===== src/rtl/flash_rd_pkg.sv =====
// flash_rd_pkg: shared FSM states, SPI opcodes and phase lengths for the XIP flash reader
package flash_rd_pkg;
  typedef enum logic [2:0] {S_IDLE, S_CMD, S_ADDR, S_MODE, S_DUMMY, S_DATA, S_DONE} state_t;
  localparam logic [7:0] CMD_QIO_READ = 8'hEB;
  localparam logic [7:0] MODE_BYTE = 8'hFF;
  localparam int CMD_CLKS = 8;
  localparam int ADDR_CLKS = 6;
  localparam int MODE_CLKS = 2;
  localparam int DUMMY_CLKS = 4;
  function automatic logic [6:0] ph_len(state_t s, int lw);
    return 7'(s == S_CMD ? CMD_CLKS : s == S_ADDR ? ADDR_CLKS : s == S_MODE ? MODE_CLKS :
              s == S_DUMMY ? DUMMY_CLKS : lw * 8);
  endfunction
endpackage


===== src/rtl/qspi_shifter.sv =====
// qspi_shifter: SCK generation, per-phase clock counting and quad I/O shift registers
module qspi_shifter
  import flash_rd_pkg::*;
#(
  parameter int LINE_WORDS = 4
) (
  input  logic                       HCLK,
  input  logic                       HRESETn,
  input  state_t                     ph,
  input  logic [23:0]                addr,
  input  logic [3:0]                 din,
  output logic                       sck,
  output logic [3:0]                 dout,
  output logic                       douten,
  output logic [LINE_WORDS*32-1:0]   rx,
  output logic                       ph_end
);
  logic [6:0] cnt, len;
  logic [39:0] sr;
  logic act, stop;
  assign act = ph inside {S_CMD, S_ADDR, S_MODE, S_DUMMY, S_DATA};
  assign len = ph_len(ph, LINE_WORDS);
  // DATA keeps one extra low-SCK cycle after its last fall as CE hold time
  assign stop = ph == S_DATA && cnt == len;
  assign ph_end = ph == S_DATA ? stop : act && sck && cnt == len - 7'd1;
  assign douten = ph inside {S_CMD, S_ADDR, S_MODE};
  assign dout = ph == S_CMD ? {3'b110, sr[39]} : douten ? sr[39:36] : 4'b1100;
  // opcode, address and mode byte sit back to back so phases never reload
  always_ff @(posedge HCLK or negedge HRESETn)
    if (!HRESETn) begin
      sck <= 1'b0;
      cnt <= '0;
      sr <= '0;
      rx <= '0;
    end else if (!act) begin
      sck <= 1'b0;
      cnt <= '0;
      sr <= {CMD_QIO_READ, addr, MODE_BYTE};
    end else if (!stop) begin
      sck <= ~sck;
      if (sck) begin
        cnt <= ph_end ? '0 : cnt + 7'd1;
        sr <= ph == S_CMD ? sr << 1 : sr << 4;
      end else if (ph == S_DATA)
        rx <= {rx[LINE_WORDS*32-5:0], din};
    end
endmodule


===== src/rtl/ahb_flash_reader.sv =====
// ahb_flash_reader: read-only AHB-Lite XIP slave with a one-line buffer filled by quad I/O reads
module ahb_flash_reader
  import flash_rd_pkg::*;
#(
  parameter int LINE_WORDS = 4,
  parameter int ADDR_W = 24
) (
  input  logic        HCLK,
  input  logic        HRESETn,
  input  logic        HSEL,
  input  logic [31:0] HADDR,
  input  logic [1:0]  HTRANS,
  input  logic        HWRITE,
  input  logic        HREADY,
  input  logic [31:0] HWDATA,
  input  logic [2:0]  HSIZE,
  output logic        HREADYOUT,
  output logic [31:0] HRDATA,
  input  logic        inv,
  output logic        sck,
  output logic        ce_n,
  input  logic [3:0]  din,
  output logic [3:0]  dout,
  output logic        douten
);
  localparam int OFS = $clog2(LINE_WORDS * 4);
  localparam int LB = LINE_WORDS * 32;
  state_t state;
  logic sel_q, write_q, trans_q, valid, inv_p, ph_end, rd, hit, unused;
  logic [ADDR_W-1:0] addr_q;
  logic [ADDR_W-OFS-1:0] tag;
  logic [LB-1:0] rx;
  logic [LINE_WORDS-1:0][31:0] line, rx_le;
  logic [23:0] fa;
  assign unused = ^{HWDATA, HSIZE, HTRANS[0], HADDR[31:ADDR_W], addr_q[1:0]};
  assign rd = sel_q & ~write_q & trans_q;
  assign hit = valid && tag == addr_q[ADDR_W-1:OFS];
  assign HREADYOUT = state == S_IDLE ? !(rd && !hit) : state == S_DONE;
  assign HRDATA = line[addr_q[OFS-1:2]];
  assign ce_n = !(state inside {S_CMD, S_ADDR, S_MODE, S_DUMMY, S_DATA});
  assign fa = 24'({addr_q[ADDR_W-1:OFS], {OFS{1'b0}}});
  // the first byte received is the lowest address, so it lands in byte lane 0
  for (genvar b = 0; b < LINE_WORDS * 4; b++) begin : g_le
    assign rx_le[b/4][8*(b%4) +: 8] = rx[LB-1-8*b -: 8];
  end
  qspi_shifter #(.LINE_WORDS(LINE_WORDS)) u_shift (
    .HCLK(HCLK), .HRESETn(HRESETn), .ph(state), .addr(fa), .din(din),
    .sck(sck), .dout(dout), .douten(douten), .rx(rx), .ph_end(ph_end)
  );
  always_ff @(posedge HCLK or negedge HRESETn)
    if (!HRESETn) begin
      state <= S_IDLE;
      sel_q <= 1'b0;
      write_q <= 1'b0;
      trans_q <= 1'b0;
      addr_q <= '0;
      valid <= 1'b0;
      inv_p <= 1'b0;
      tag <= '0;
      line <= '0;
    end else begin
      if (HREADY) begin
        sel_q <= HSEL;
        write_q <= HWRITE;
        trans_q <= HTRANS[1];
        addr_q <= HADDR[ADDR_W-1:0];
      end
      case (state)
        S_IDLE: begin
          if (inv) valid <= 1'b0;
          if (rd && !hit) begin
            state <= S_CMD;
            inv_p <= 1'b0;
          end
        end
        S_DONE: begin
          valid <= !(inv_p || inv);
          tag <= addr_q[ADDR_W-1:OFS];
          state <= S_IDLE;
        end
        default: begin
          inv_p <= inv_p | inv;
          if (ph_end) state <= state_t'(state + 3'd1);
          if (ph_end && state == S_DATA) line <= rx_le;
        end
      endcase
    end
endmodule


===== config.mk =====
export PLATFORM = sky130hd
export DESIGN_NAME = ahb_flash_reader
export DESIGN_NICKNAME = d
export VERILOG_FILES = /design/src/rtl/flash_rd_pkg.sv /design/src/rtl/qspi_shifter.sv /design/src/rtl/ahb_flash_reader.sv
export SDC_FILE = /design/constraint.sdc
export NUM_CORES = 1
export LEC_CHECK = 0
export ABC_AREA = 1
export CAP_MARGIN = 10
export CORE_ASPECT_RATIO = 1.5
export CORE_MARGIN = 2
export CORE_UTILIZATION = 35
export CTS_BUF_LIST = sky130_fd_sc_hd__clkbuf_4 sky130_fd_sc_hd__clkbuf_8 sky130_fd_sc_hd__clkbuf_16
export CTS_CLUSTER_DIAMETER = 150
export DETAILED_ROUTE_END_ITERATION = 8
export GPL_TIMING_DRIVEN = 0
export PLACE_DENSITY = 0.62
export SLEW_MARGIN = 30
export SYNTH_ARGS = -nofsm -noshare
export SYNTH_HDL_FRONTEND = slang
export SYNTH_SLANG_ARGS = --single-unit

===== constraint.sdc =====
create_clock -name HCLK -period 7.15 [get_ports HCLK]
set_input_delay 1.43 -clock HCLK [delete_from_list [all_inputs] [get_ports HCLK]]
set_output_delay 1.43 -clock HCLK [all_outputs]
set_load 0.01 [all_outputs]

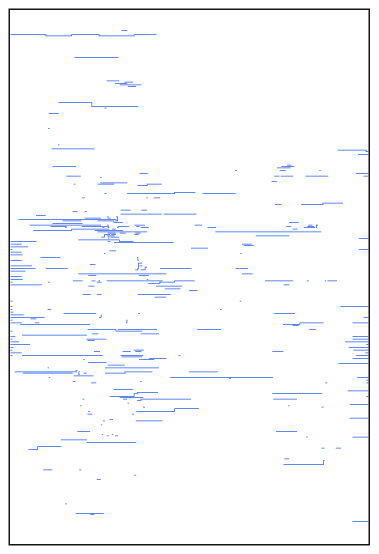
**Above:** run 1 (met3 routing).
(2 px per micron)
The layer holds 4.6% of the routed length. The wires run mostly horizontal.
total number of vias: 14000
met3 GRT Util: 0.0246
drt total wl: 49600 microns

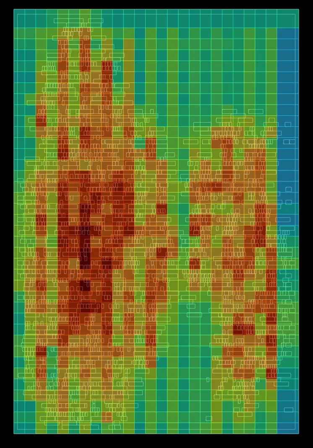
**Above:** run 1 (congestion heat map).
GR peak layer: met2
gr usage total: 0.212
met1 Use GR: 0.248

==> results.yml, run 1 <==
# generated from flow reports
clocking:
  htreeDepth: 2
  cts_tree: "yes"
  cts-root-buf: "clkbuf_16"
  clock.latency.late_pin_ns: 0.54
  path_clk_slew_ns: 0.06
  cts_num_sinks: 354
  numCtsBuffers: 38
  cts_hold_buf: 0
  cts.path.max_buffers: 3
  postCtsSetupBuffers: 0
  cts-resized-gates: 0
detailed_routing:
  wire_per_inst_microns: 18.2
  antenna_left: 0
  drt-initial-drc-count: 1104
  drc_errors: 0
  drt-pass1-iter-count: 7
  routed_via_density: 5.13
setup_path:
  startpoint_type: "flop"
  crit_chain: "clkbuf_1 > inv_1 > clkbuf_1 > clkbuf_1 > nor2_1 > o22ai_1 > clkdlybuf4s50_1"
  r2r-start: "state[0]$_DFFE_PN0P_"
  endpoint: "HRDATA[17]"
  path_class: "flop to output port"
  cp.depth: 7
  worst_path_most_repeated_cell: "clkbuf_1"
  end_kind: "output port"
  worst_r2r_endpoint: "state[0]$_DFFE_PN0P_"
  crit_family: "buffers and inverters"
  crit_buf_inv: 5
  reg2reg_slack_ns: 4.24
  setup.worst_path.start: "addr_q[2]$_DFFE_PN0P_"
  crit_path_top_delay_cell: "clkdlybuf4s50_1"
  arrival_ns: 3.31
  ff2ff_path_depth: 14
  slowest_delay_ns: 0.59
  worstPathMaxFanout: 10
  cp.required_ns: 5.72
finish:
  drive_above_1_share: 0.0776
  syn_to_final_growth_pct: 17.9
  nFillCells: 4632
  reg_top3: "line: 128 flops, u_shift.rx: 128 flops, u_shift.sr: 40 flops"
  layout.nets: 2202
  diodes: 0
  final_cells: 2728
timing:
  finalCritPeriodShare: 0.663
  rsz0062_at_grt: "false"
  finalCriticalPeriod_ns: 4.74
  hold_violations: 0
  tightest_slew_ns: 1.08
  finalSetupTns_ns: 0
  finClkSkew_ns: 0.0238
  final-setup-viol-count: 0
  slew_violations: 0
  max_freq_mhz: 211
  maxSlewHeadroom: 0.280
  holdWs_ns: 0.477
synthesis:
  synthCells: 1999
  synth_cell_type_count: 32
  avgSynthCellArea_sq_um: 8.07
  syn-num-nets: 2086
  yosysChipArea_sq_um: 16100
  edf_count: 0
  yosys_warnings: 0
  ys_ff: 354
  topCellsByArea: "dfrtp_1 55%, nand2_1 18%, o21ai_0 9.1%"
  ys_async_sr_fraction: 1.00
  yosysCellCount: 1999
  netlist_area_sq_um: 16100
  ys_seq_share: 0.549
  largest_area_cell: "dfrtp_1"
  top_cells_by_count: "762 x nand2_1, 354 x dfrtp_1, 294 x o21ai_0"
  ff_type: "dfrtp_1"
  yosys.area.top_type_share: 0.549
  synthMostInstantiatedCell: "nand2_1"
flow_run:
  cap_violations: 0
  warning_count: 75
worst_hold_path:
  holdPathStages: 2
  min_to: "u_shift.rx[124]$_DFFE_PN0P_"
  min-delay-start: "u_shift.rx[124]$_DFFE_PN0P_"
  min_path_type: "flop to flop"
placement:
  dp.final_hpwl_microns: 36900
  place_congestion: 1.06
  portBuffers: 71
  place_inst: 2663
die:
  initial_core_util: 0.354
  die_h_microns: 267
  io_pins: 119
  die_x_microns: 179
  dieArea_sq_um: 47900
power:
  vdd_ir_drop_max_uv: 166
  power_density_nw_per_um2: 364
  leakage_uw: 0.00976
global_route:
  grt_max_degree: 86
  grt_pass1_vias: 14100
  grt_overflow: 0
  grt_first_pass_wirelength_microns: 78200
  antenna_found_initial: 0
status:
  status: "completed"
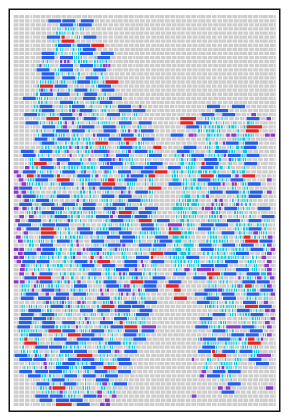
**Above:** run 1 (placement by cell class).
(1.5 px per micron) Fill, decap, tap and diode cells in gray.
clock drivers and dummy loads: drawn in red, cells 65, share of their area 7.1%. combinational and other logic: drawn in cyan, cells 1506, share of their area 36%. other buffers and delay cells: drawn in purple, cells 215, share of their area 8.4%. flops: drawn in blue, cells 354, share of their area 48%.
num rows: 96
Seq area share: 0.465
CORE AREA: 45600 sq um
design area: 19000 sq um
final core utilization: 0.417

## run 1: cell type report
cell class | instances | area (sq um) | share of cell area
tap | 588 | 736 | 0.0387
clock buffer | 52 | 1100 | 0.0578
clock inverter | 13 | 206 | 0.0108
inverter | 82 | 310 | 0.0163
sequential | 354 | 8860 | 0.465
buffer | 139 | 682 | 0.0358
timing repair buffer | 76 | 853 | 0.0448
multi-input combinational | 1424 | 6280 | 0.330
## run 1: stage by stage
step	power, uW	worst slack, ns	area, sq um	utilization
finish	6920	2.41	19000	0.417
global route	7370	2.28	19000	0.417
CTS	6950	2.45	19000	0.417
detailed placement	4860	3.02	17700	0.388
global placement	4810	-10.85	17600	0.385
floorplan	4050	4.28	16100	-
## run 1: kinds of logic after synthesis
family | Yosys count | share of synthesized area
xor gates and xnor gates | 4 | 0.00217
DFF | 354 | 0.549
buffers and inverters | 221 | 0.0615
and+or+nand+nor | 1042 | 0.261
AOI/OAI and AO/OA | 369 | 0.120
adders and majority gates | 8 | 0.00620
muxes | 1 | 0.000698
## run 1: placed cells by master, fill, tap and decap left out, drive strengths merged
master / n
nand3: 158
clkinv: 6
o22ai: 32
inv: 82
clkdlybuf4s50: 70
clkbuf: 123
a21oi: 9
bufinv: 5
nand2: 768
nor4: 1
o211ai: 13
buf: 74
nor2: 99
xnor2: 1
mux2: 1
nor3: 2
xor2: 3
nand3b: 1
ha: 8
dfrtp: 354
or2: 8
o21ai: 315
clkinvlp: 2
nand4: 5
## run 1: layer usage
metal,global-route usage,vias to the layer above,routed length (microns)
met5,0,-,0
met4,0.122,0,3110
met3,0.0246,123,2280
met2,0.371,427,24800
met1,0.248,6764,19400
li1,-,6677,-
## run 1: report_power, final
part	total (uW)	switching, uW	internal [uW]
Combinational	2320	1550	766
Clock	2080	821	1260
Sequential	2520	223	2300
**Run 1: drive-strength map**

(1.5 px per micron)
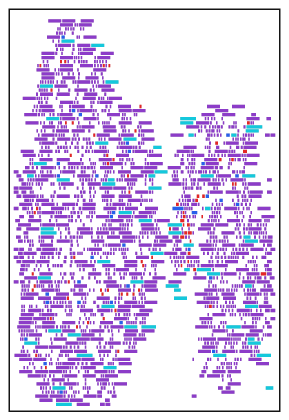

==> inputs of run 2 (changes only) <==
--- a/config.mk
+++ b/config.mk
@@ -14,7 +14,7 @@
 export CTS_CLUSTER_DIAMETER = 150
 export DETAILED_ROUTE_END_ITERATION = 8
 export GPL_TIMING_DRIVEN = 0
-export PLACE_DENSITY = 0.62
+export PLACE_DENSITY = 0.64
 export SLEW_MARGIN = 30
 export SYNTH_ARGS = -nofsm -noshare
 export SYNTH_HDL_FRONTEND = slang
==> constraint.sdc (replaced) <==
create_clock -name HCLK -period 3.9 [get_ports HCLK]
set_input_delay 0.78 -clock HCLK [delete_from_list [all_inputs] [get_ports HCLK]]
set_output_delay 0.78 -clock HCLK [all_outputs]
set_load 0.01 [all_outputs]
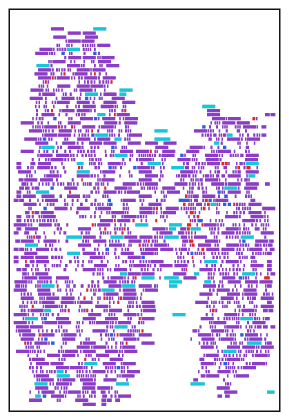
**Above:** run 2 (drive-strength map).
(1.5 px per micron)
_3 and _4 cells: drawn in blue, cells 37. _0 and _1 cells: drawn in purple, cells 1971. _6 and larger: drawn in cyan, cells 62. _2 cells: drawn in red, cells 72.
Syn-to-layout area delta: 17.7%
Signal buffers: 213
final worst slack: 0.0478 ns
design area: 19000 sq um

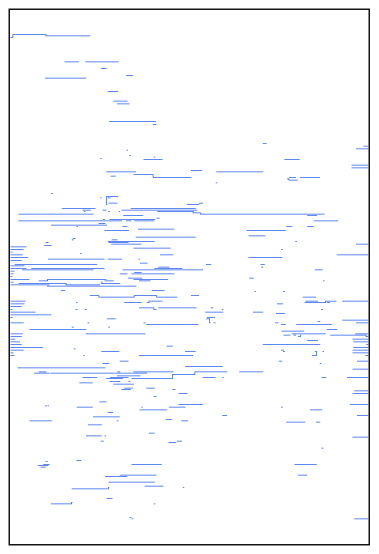
**Above:** run 2 (met3 routing).
(2 px per micron)
The layer carries 2590 microns of wire. 203 nets have wire on it. The layer holds 5.1% of the routed length. The longest straight run is 61.9 microns.
met3 GRT Util: 0.0288
drt total wl: 50900 microns
total number of vias: 14000

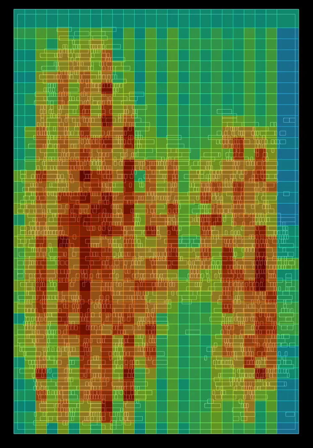
**Above:** run 2 (congestion heat map).
Routed WL per cell: 18.7 microns
met2 Usage GRT: 0.374

==> run 2 against run 1 <==
Register-to-register slack lost 3.3 ns. Clock power rose by 78%. Worst hold slack got worse by 0.30 ns. Combinational power is 84% higher. Via count up 0.31%. Global-route usage increased by 0.29 points.
==> results.yml, run 2 <==
# generated from flow reports
placement:
  pre_cts_ws_ns: 0.544
  portBuffers: 71
  dpl_cell_area_sq_um: 17700
  place_inst: 2662
  dp.final_hpwl_microns: 37800
  place_congestion: 1.00
setup_path:
  worst_r2r_endpoint: "state[2]$_DFFE_PN0P_"
  cp.required_ns: 3.12
  worstPathMaxFanout: 10
  cp.depth: 5
  worst_path_most_repeated_cell: "clkbuf_1"
  crit_family: "buffers and inverters"
  ff2ff_path_depth: 16
  slowest_delay_ns: 0.62
  startpoint_type: "flop"
  path_class: "flop to output port"
  r2r-start: "state[1]$_DFFE_PN0P_"
  crit_buf_inv: 3
  crit_chain: "clkbuf_1 > clkbuf_1 > o21ai_0 > o22ai_1 > clkdlybuf4s50_1"
  reg2reg_slack_ns: 0.92
  end_kind: "output port"
  arrival_ns: 3.07
  crit_path_top_delay_cell: "clkdlybuf4s50_1"
clocking:
  postCtsSetupBuffers: 0
  cts-root-buf: "clkbuf_16"
  path_clk_slew_ns: 0.06
  numCtsBuffers: 38
  cts_hold_buf: 0
  cts.path.max_buffers: 3
  clock.latency.late_pin_ns: 0.57
  htreeDepth: 2
  cts_num_sinks: 354
  cts_tree: "yes"
synthesis:
  largest_area_cell: "dfrtp_1"
  top_cells_by_count: "762 x nand2_1, 354 x dfrtp_1, 294 x o21ai_0"
  netlist_area_sq_um: 16100
  yosys_warnings: 0
  yosysCellCount: 1999
  synthCells: 1999
  yosysChipArea_sq_um: 16100
  ys_ff: 354
  syn-num-nets: 2086
  avgSynthCellArea_sq_um: 8.07
  ys_seq_share: 0.549
  yosys.area.top_type_share: 0.549
  topCellsByArea: "dfrtp_1 55%, nand2_1 18%, o21ai_0 9.1%"
  ff_type: "dfrtp_1"
  ys_async_sr_fraction: 1.00
  synthMostInstantiatedCell: "nand2_1"
  edf_count: 0
  synth_cell_type_count: 32
power:
  clock_power_share: 0.294
  intPower_uw: 7770
  power_density_nw_per_um2: 665
  pwr-share-comb: 0.338
  vdd_ir_drop_max_uv: 330
  finalPower_uw: 12600
  leakage_uw: 0.00975
  seq_power_share: 0.368
  swShare: 0.385
  p_switching_uw: 4860
timing:
  finalCritPeriodShare: 0.988
  finalCriticalPeriod_ns: 3.85
  finalSetupTns_ns: 0
  hold_violations: 0
  tightest_slew_ns: 0.931
  maxSlewHeadroom: 0.379
  finClkSkew_ns: 0.0356
  rsz0062_at_grt: "false"
  max_freq_mhz: 260
  holdWs_ns: 0.172
  final-setup-viol-count: 0
  slew_violations: 0
finish:
  final_cells: 2730
  layout.nets: 2200
  seq_share: 0.466
  reg_top3: "line: 128 flops, u_shift.rx: 128 flops, u_shift.sr: 40 flops"
  nonClkBufAreaFrac: 0.0793
  nFillCells: 4598
  inverters: 82
  final-clk-cell-share: 0.0683
  layout.area.comb_sq_um: 6280
  most-common-layout-cells: "762 x nand2_1, 354 x dfrtp_1, 294 x o21ai_0"
  sh_comb_area: 0.331
  mostFrequentLayoutCell: "nand2_1"
  final_util: 0.416
  diodes: 0
  largestClassByArea: "flip-flops and latches"
  ff_count: 354
  drive_above_1_share: 0.0798
  regArea_sq_um: 8860
  num-multi-input-gates: 1424
  nClkBuffers: 58
die:
  rows: 96
  core_sq_um: 45600
  die_h_microns: 267
  initial_core_util: 0.354
  io_pins: 119
  tapCellCount: 588
  dieArea_sq_um: 47900
  die_x_microns: 179
worst_hold_path:
  min_path_type: "primary input to asynchronous set/reset pin"
global_route:
  grt_max_degree: 91
  grtUsageTotal: 0.215
  grt_first_pass_wirelength_microns: 79100
  grt_pass1_vias: 14000
  grt_overflow: 0
  antenna_found_initial: 0
status:
  status: "completed"
flow_run:
  cap_violations: 0
  warning_count: 75
detailed_routing:
  drc_errors: 0
  routed_via_density: 5.14
  antenna_left: 0
  drt-initial-drc-count: 1230
  drt-pass1-iter-count: 6
run 2: routing by layer:
| layer | GRT usage | vias to the layer above | part of all wire |
|---|---|---|---|
| met5 | 0 | - | 0 |
| met4 | 0.130 | 0 | 0.066 |
| met3 | 0.0288 | 144 | 0.051 |
| met2 | 0.374 | 434 | 0.50 |
| met1 | 0.248 | 6783 | 0.38 |
| li1 | - | 6673 | - |
run 2: how the worst max path moves through the flow:
stage                                from                         end  slack [ns]
floorplan            state[0]$_DFFE_PN0P_        state[0]$_DFFE_PN0P_        1.42
CTS                 addr_q[2]$_DFFE_PN0P_                  HRDATA[22]        0.01
detailed placement  addr_q[2]$_DFFE_PN0P_                  HRDATA[20]        0.54
finish              addr_q[2]$_DFFE_PN0P_                  HRDATA[16]        0.05
global placement                  HRESETn  u_shift.rx[48]$_DFFE_PN0P_      -13.34
global route        addr_q[2]$_DFFE_PN0P_                  HRDATA[14]        0.01
run 2: cells by family after synthesis:
logic type,after synthesis,share of synthesized area
mux,1,0.000698
simple gates,1042,0.261
buf+inv,221,0.0615
xor+xnor,4,0.00217
compound gates,369,0.120
fa+ha+maj,8,0.00620
flops,354,0.549
run 2: power by group through the flow:
stage / Clock, uW / Sequential, uW / Combinational, uW
global placement: 0 / 4690 / 4150
finish: 3710 / 4650 / 4260
global route: 3920 / 4700 / 4770
detailed placement: 0 / 4690 / 4230
floorplan: 0 / 4540 / 2890
CTS: 3770 / 4640 / 4250
run 2: repair_timing:
action | CTS | global route
gates cloned | 0 | 0
gates resized | 1 | 1
setup endpoints to repair | 5 | 29
**Run 2: gate-type map**

(1.5 px per micron)
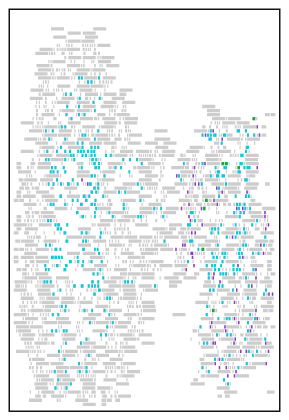

==> inputs of run 3 (changes only) <==
==> constraint.sdc (replaced) <==
create_clock -name HCLK -period 3.9 [get_ports HCLK]
set_input_delay 0.78 -clock HCLK [delete_from_list [all_inputs] [get_ports HCLK]]
set_output_delay 0.78 -clock HCLK [all_outputs]
set_load 0.02 [all_outputs]
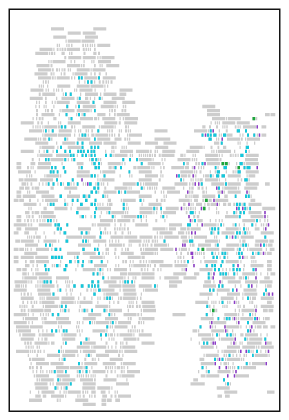
**Above:** run 3 (gate-type map).
(1.5 px per micron)
AND and OR gates: drawn in green, cells 8, where right middle. inverters: drawn in purple, cells 82. inverting AOI/OAI gates: drawn in cyan, cells 369.
Commonest Layout Cell: nand2_1
combinational fraction of the cell area: 0.331
Non-Filler Instances: 2729

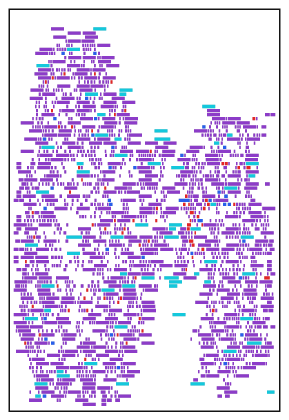
**Above:** run 3 (drive-strength map).
(1.5 px per micron)
_2 cells: drawn in red, cells 72. _6 and larger: drawn in cyan, cells 62. _3 and _4 cells: drawn in blue, cells 37. _0 and _1 cells: drawn in purple, cells 1970.
Syn-to-layout area delta: 17.7%
final worst slack: 0.133 ns
design area: 19000 sq um

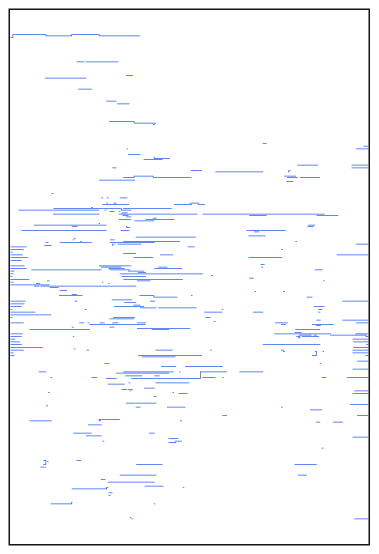
**Above:** run 3 (met3 routing).
(2 px per micron)
The layer carries 2440 microns of wire. The wires run mostly horizontal. The longest straight run is 60.7 microns.
total number of vias: 14100
met3 GRT Util: 0.0276
drt total wl: 50900 microns

==> run 3 against run 2 <==
Total power rose by 0.50%. Setup slack gained 0.085 ns. Final cell count is essentially flat. Clock skew fell by 0.0055 ns. Count of clock-buffer cells in the layout stayed put. Highest routed layer unchanged. Sequential share of layout area about the same. Synthesized cell count did not move.
==> results.yml, run 3 <==
# generated from flow reports
clocking:
  clock.latency.late_pin_ns: 0.56
  cts.path.max_buffers: 3
  postCtsSetupBuffers: 0
  cts_num_sinks: 354
  cts_tree: "yes"
  cts-root-buf: "clkbuf_16"
  path_clk_slew_ns: 0.06
  numCtsBuffers: 38
  htreeDepth: 2
placement:
  dpl_cell_area_sq_um: 17700
  place_congestion: 1.00
  pre_cts_ws_ns: 0.477
  place_inst: 2662
  dp.final_hpwl_microns: 37800
  portBuffers: 71
detailed_routing:
  drc_errors: 0
  wire_per_inst_microns: 18.6
  drt-pass1-iter-count: 5
  antenna_left: 0
  drt-initial-drc-count: 1184
  routed_via_density: 5.17
setup_path:
  ff2ff_path_depth: 16
  arrival_ns: 2.99
  setup.worst_path.start: "state[0]$_DFFE_PN0P_"
  startpoint_type: "flop"
  worstPathMaxFanout: 10
  r2r-start: "state[1]$_DFFE_PN0P_"
  reg2reg_slack_ns: 0.91
  worst_r2r_endpoint: "state[1]$_DFFE_PN0P_"
  cp.required_ns: 3.12
  path_class: "flop to output port"
  end_kind: "output port"
synthesis:
  netlist_area_sq_um: 16100
  syn-num-nets: 2086
  yosys.area.top_type_share: 0.549
  largest_area_cell: "dfrtp_1"
  synth_cell_type_count: 32
  synthCells: 1999
  synthMostInstantiatedCell: "nand2_1"
  top_cells_by_count: "762 x nand2_1, 354 x dfrtp_1, 294 x o21ai_0"
  yosysChipArea_sq_um: 16100
  ys_ff: 354
  ff_type: "dfrtp_1"
  yosysCellCount: 1999
  yosys_warnings: 0
  topCellsByArea: "dfrtp_1 55%, nand2_1 18%, o21ai_0 9.1%"
  ys_seq_share: 0.549
  ys_async_sr_fraction: 1.00
  edf_count: 0
  avgSynthCellArea_sq_um: 8.07
power:
  finalPower_uw: 12700
  power_density_nw_per_um2: 668
  leakage_uw: 0.00975
  vdd_ir_drop_max_uv: 330
die:
  dieArea_sq_um: 47900
  io_pins: 119
  rows: 96
  core_sq_um: 45600
  die_h_microns: 267
  die_x_microns: 179
  initial_core_util: 0.354
global_route:
  antenna_found_initial: 0
  grt_first_pass_wirelength_microns: 79000
  grt_pass1_vias: 14000
  grt_max_degree: 91
  grt_overflow: 0
  grtUsageTotal: 0.215
finish:
  drive_above_1_share: 0.0799
  most-common-layout-cells: "762 x nand2_1, 354 x dfrtp_1, 294 x o21ai_0"
  layout.nets: 2199
  reg_top3: "line: 128 flops, u_shift.rx: 128 flops, u_shift.sr: 40 flops"
  final_util: 0.416
  diodes: 0
worst_hold_path:
  min_path_type: "primary input to asynchronous set/reset pin"
timing:
  rsz0062_at_grt: "false"
  tightest_slew_ns: 0.922
  finalCritPeriodShare: 0.966
  finalCriticalPeriod_ns: 3.77
  holdWs_ns: 0.175
  hold_violations: 0
  max_freq_mhz: 265
  finClkSkew_ns: 0.0301
  finalSetupTns_ns: 0
  slew_violations: 0
  maxSlewHeadroom: 0.385
  final-setup-viol-count: 0
flow_run:
  warning_count: 75
  cap_violations: 0
status:
  status: "completed"
## run 3: cell types whose count changed in the layout (fill, tap and decap cells not counted), sizes merged
cell,previous run,this run
clkbuf,128,127
## run 3: area by class of cell
cell class                      instances  area, sq um
Inverter                               82          310
Sequential cell                       354         8860
Clock inverter                         11          139
Tap cell                              588          736
Multi-Input combinational cell       1424         6280
Fill cell                            4597        26700
Timing Repair Buffer                   75          826
Buffer                                137          676
Clock buffer                           58         1160
## run 3: worst max path at each step
stage | slack, ns | to
after global routing | 0.003 | ce_n
after floorplan | 1.42 | state[0]$_DFFE_PN0P_
after CTS | 0.08 | HRDATA[20]
after global placement | -13.34 | u_shift.rx[48]$_DFFE_PN0P_
final | 0.13 | ce_n
after detailed placement | 0.48 | HRDATA[20]
## run 3: cells by family after synthesis
group,count (synthesis),share of synthesized area
and+or+nand+nor,1042,0.261
AOI/OAI and AO/OA,369,0.120
DFF,354,0.549
buffers and inverters,221,0.0615
adders and majority gates,8,0.00620
xor gates and xnor gates,4,0.00217
muxes,1,0.000698
## run 3: routing by layer
layer  global-route usage  share of wire  up-vias
li1                     -              -     6673
met1                0.249           0.39     6861
met2                0.376           0.50      433
met3               0.0276          0.048      137
met4                0.125          0.063        0
met5                    0              0        -
## run 3: what timing repair did
item                                   in CTS  in global routing
setup endpoints to repair                  19                  7
endpoints found under the hold margin       0                  0
gates cloned                                0                  0
hold buffers                                0                  0
gates resized                               1                  1
## run 3: critical path, stage by stage (launching register included)
cell and delay [ns]:
dfrtp_1 0.43, ha_1 0.22, ha_1 0.20, a21oi_2 0.15, nand2_2 0.10, nor2_4 0.21
clkbuf_1 0.42, clkdlybuf4s50_1 0.70
## run 3: power breakdown
part	total [uW]	internal (uW)	switching, uW
sequential	4650	4220	433
combinational	4330	1400	2930
clock	3700	2150	1560
Power is estimated from default activity; no workload was simulated.
